==> src/rtl/mult_div_unit.sv <==
// Iterative HI/LO multiply/divide unit: shift-add MULT and restoring DIV over WIDTH cycles,
// signed or unsigned, with one-cycle done pulse and divide-by-zero flag.
module mult_div_unit #(
  parameter int unsigned WIDTH     = 32,
  parameter bit          SIGNED_EN = 1'b1
) (
  input  logic             clk,
  input  logic             reset,
  input  logic             MultCtrl,
  input  logic             DivCtrl,
  input  logic             is_signed,
  input  logic [WIDTH-1:0] a_in,
  input  logic [WIDTH-1:0] b_in,
  output logic [WIDTH-1:0] hi_out,
  output logic [WIDTH-1:0] lo_out,
  output logic             busy,
  output logic             done,
  output logic             DivZero
);

  localparam int unsigned CntW = (WIDTH > 1) ? $clog2(WIDTH) : 1;

  typedef enum logic [1:0] {StIdle, StRun, StFix, StDone} state_e;

  state_e                 state_q, state_d;
  logic [CntW-1:0]        cnt_q, cnt_d;
  logic                   op_div_q, op_div_d;
  logic                   neg_res_q, neg_res_d;
  logic                   neg_dvd_q, neg_dvd_d;
  logic                   dz_q, dz_d;
  // MULT: {product hi, multiplier/product lo}; DIV: low half holds dividend/quotient.
  logic [2*WIDTH-1:0]     acc_q, acc_d;
  logic [WIDTH-1:0]       rem_q, rem_d;
  logic [WIDTH-1:0]       opb_q, opb_d;
  logic [WIDTH-1:0]       hi_q, hi_d;
  logic [WIDTH-1:0]       lo_q, lo_d;

  logic                   sgn_mode;
  logic                   a_neg, b_neg;
  logic [WIDTH-1:0]       a_mag, b_mag;
  logic [WIDTH-1:0]       addend;
  logic [WIDTH:0]         sum;
  logic [WIDTH:0]         shifted;
  logic [WIDTH+1:0]       diff;
  logic [2*WIDTH-1:0]     prod_fix;

  always_comb begin
    sgn_mode = SIGNED_EN && is_signed;
    a_neg    = sgn_mode && a_in[WIDTH-1];
    b_neg    = sgn_mode && b_in[WIDTH-1];
    a_mag    = a_neg ? -a_in : a_in;
    b_mag    = b_neg ? -b_in : b_in;

    addend   = acc_q[0] ? opb_q : '0;
    sum      = {1'b0, acc_q[2*WIDTH-1:WIDTH]} + {1'b0, addend};

    shifted  = {rem_q, acc_q[WIDTH-1]};
    diff     = {1'b0, shifted} - {2'b00, opb_q};

    prod_fix = neg_res_q ? -acc_q : acc_q;
  end

  always_comb begin
    state_d   = state_q;
    cnt_d     = cnt_q;
    op_div_d  = op_div_q;
    neg_res_d = neg_res_q;
    neg_dvd_d = neg_dvd_q;
    dz_d      = dz_q;
    acc_d     = acc_q;
    rem_d     = rem_q;
    opb_d     = opb_q;
    hi_d      = hi_q;
    lo_d      = lo_q;

    unique case (state_q)
      StIdle: begin
        if (MultCtrl) begin
          op_div_d  = 1'b0;
          neg_res_d = a_neg ^ b_neg;
          neg_dvd_d = 1'b0;
          dz_d      = 1'b0;
          acc_d     = {{WIDTH{1'b0}}, b_mag};
          rem_d     = '0;
          opb_d     = a_mag;
          cnt_d     = CntW'(WIDTH - 1);
          state_d   = StRun;
        end else if (DivCtrl) begin
          op_div_d  = 1'b1;
          neg_res_d = a_neg ^ b_neg;
          neg_dvd_d = a_neg;
          acc_d     = {{WIDTH{1'b0}}, a_mag};
          rem_d     = '0;
          opb_d     = b_mag;
          cnt_d     = CntW'(WIDTH - 1);
          dz_d      = (b_in == '0);
          state_d   = (b_in == '0) ? StDone : StRun;
        end
      end
      StRun: begin
        if (op_div_q) begin
          // Restore (keep shifted value) when the trial subtraction goes negative.
          if (!diff[WIDTH+1]) begin
            rem_d = diff[WIDTH-1:0];
            acc_d = {acc_q[2*WIDTH-1:WIDTH], acc_q[WIDTH-2:0], 1'b1};
          end else begin
            rem_d = shifted[WIDTH-1:0];
            acc_d = {acc_q[2*WIDTH-1:WIDTH], acc_q[WIDTH-2:0], 1'b0};
          end
        end else begin
          acc_d = {sum, acc_q[WIDTH-1:1]};
        end
        cnt_d = cnt_q - 1'b1;
        if (cnt_q == '0) begin
          state_d = StFix;
        end
      end
      StFix: begin
        if (op_div_q) begin
          lo_d = neg_res_q ? -acc_q[WIDTH-1:0] : acc_q[WIDTH-1:0];
          hi_d = neg_dvd_q ? -rem_q : rem_q;
        end else begin
          hi_d = prod_fix[2*WIDTH-1:WIDTH];
          lo_d = prod_fix[WIDTH-1:0];
        end
        state_d = StDone;
      end
      StDone: begin
        dz_d    = 1'b0;
        state_d = StIdle;
      end
      default: state_d = StIdle;
    endcase
  end

  always_ff @(posedge clk or negedge reset) begin
    if (!reset) begin
      state_q   <= StIdle;
      cnt_q     <= '0;
      op_div_q  <= 1'b0;
      neg_res_q <= 1'b0;
      neg_dvd_q <= 1'b0;
      dz_q      <= 1'b0;
      acc_q     <= '0;
      rem_q     <= '0;
      opb_q     <= '0;
      hi_q      <= '0;
      lo_q      <= '0;
    end else begin
      state_q   <= state_d;
      cnt_q     <= cnt_d;
      op_div_q  <= op_div_d;
      neg_res_q <= neg_res_d;
      neg_dvd_q <= neg_dvd_d;
      dz_q      <= dz_d;
      acc_q     <= acc_d;
      rem_q     <= rem_d;
      opb_q     <= opb_d;
      hi_q      <= hi_d;
      lo_q      <= lo_d;
    end
  end

  assign hi_out  = hi_q;
  assign lo_out  = lo_q;
  assign busy    = (state_q != StIdle);
  assign done    = (state_q == StDone);
  assign DivZero = (state_q == StDone) && dz_q;

endmodule

==> config.mk <==
export PLATFORM = sky130hd
export DESIGN_NAME = mult_div_unit
export DESIGN_NICKNAME = d
export VERILOG_FILES = /design/src/rtl/mult_div_unit.sv
export SDC_FILE = /design/constraint.sdc
export NUM_CORES = 1
export LEC_CHECK = 0
export ABC_AREA = 1
export CAP_MARGIN = 5
export CORE_UTILIZATION = 60
export CTS_CLUSTER_SIZE = 14
export DETAILED_ROUTE_END_ITERATION = 6
export GPL_TIMING_DRIVEN = 0
export PLACE_DENSITY = 0.79
export SYNTH_ARGS = -nofsm -noshare
export SYNTH_HDL_FRONTEND = slang
export SYNTH_SLANG_ARGS = --single-unit
export TNS_END_PERCENT = 20
==> constraint.sdc <==
create_clock -name clk -period 5.95 [get_ports clk]
set_clock_uncertainty 0.2 [all_clocks]
set_input_delay 0.8925 -clock clk [delete_from_list [all_inputs] [get_ports clk]]
set_output_delay 0.8925 -clock clk [all_outputs]
set_load 0.02 [all_outputs]
==> results_slide.txt <==
Synthesis and Place & Route Summary

Status
  – Status: finished with violations
  – Failing checks: design-rule violations

Clock tree
  – Max Buffers Root-to-Sink: 3

Logic synthesis
  – Cell Type Count: 51
  – Yosys aoi share: 0.156
  – Yosys adder share: 0.0524
  – Ys flop type: dfrtp_1
  – Count leader, synth: nand2_1

Finish
  – Nets: 3323
  – Most numerous logic cell after layout: nand2_1
  – Logic area: approximately 12000 µm²
  – Most common logic cells in the final layout: nand2_1, nor2_1, inv_1, nand3_1, dfrtp_1
  – Final Util: 0.696
  – Fill cells: ~2700
  – Share of layout cells above drive strength 1: 0.0436

Routing
  – DRC violations left: 2

Pwr
  – Leak: between 10 and 15 nW
  – Net Switching: 6.18 mW
  – Combinational power share: 0.640

STA
  – Tcrit/Tclk final: 0.650
  – WHS: 0.215 ns
  – Actual slew at the worst max-slew pin: approximately 0.92 ns
  – Final hold vios: 0
  – Peak Freq: 259 MHz
  – Final worst slack: roughly 2.1 ns
  – Fin Setup TNS: 0 ns

Global routing
  – Largest net degree at the start of global routing: between 100 and 150
  – GRT Total Usage: 0.471
  – GR Util met1: 0.596
  – M2 GR Usage: 0.711
  – Vias in the first global route: 20600

Die
  – FP Core Util: 0.610
  – Chip area: 31800 µm²

Worst setup path
  – WP data arrival: 4.08 ns
  – Crit path to: acc_q[61]
  – WS Path Type: reg2reg

Placed design
  – GP Congestion: 1.11
**Pin map**

Pins as bars across the die edge, other pins in grey.
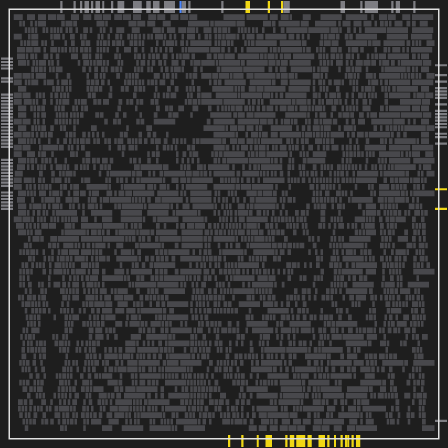
| port | colour | pins | direction | edge |
|---|---|---|---|---|
| MultCtrl | blue | 1 | input | top |
| hi_out | yellow | 32 | output | 26 bottom, 4 top, 2 right |
all pins by edge: 52 top, 38 left, 26 bottom, 20 right

**The metal 4 layer**

Scale bar: 50 µm.
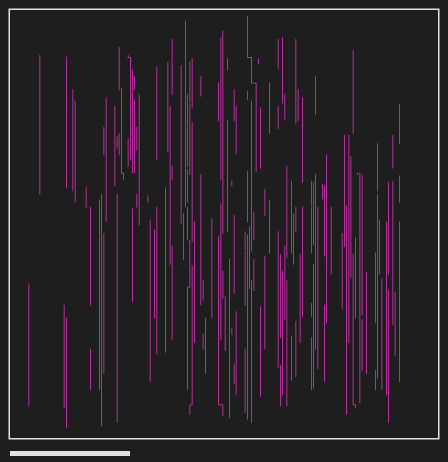
longest straight run: 96.6 µm
wire length on this layer: 5630 µm
DRT Wirelength: 75500 µm
routed vias: 22400

**Clock distribution**

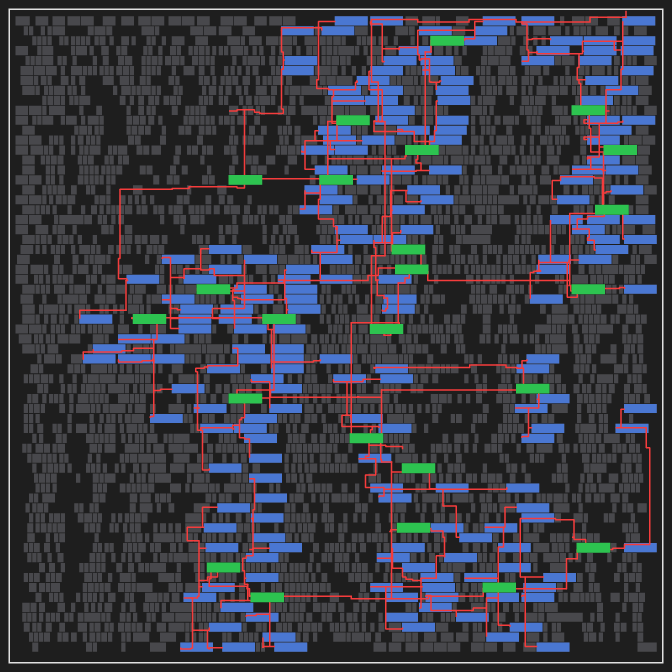
[flip-flops] blue | count: 203
[clock wires] red | length: 2860 µm
[clock-net drivers] green | count: 24
routed clock nets: 25
clock share of power: 0.127
Clk. pwr: 1.42 mW
Latency at later pin: 0.54 ns

**The clock network**

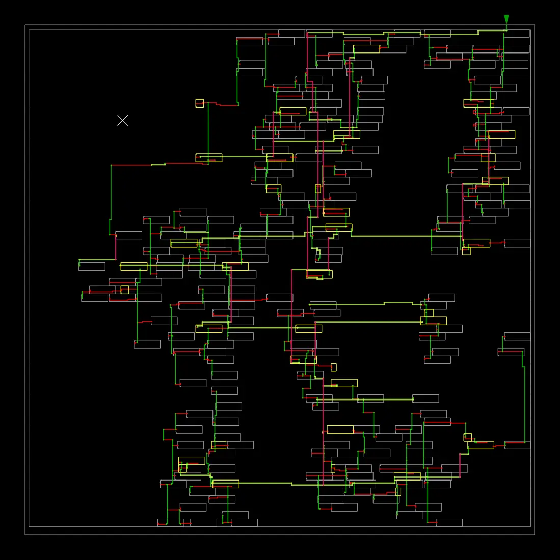
Flop Count: 203
clock sink count: 203
CTS Buf Count: 24

Power figures rest on the tool's default switching activity, not on a simulated workload.
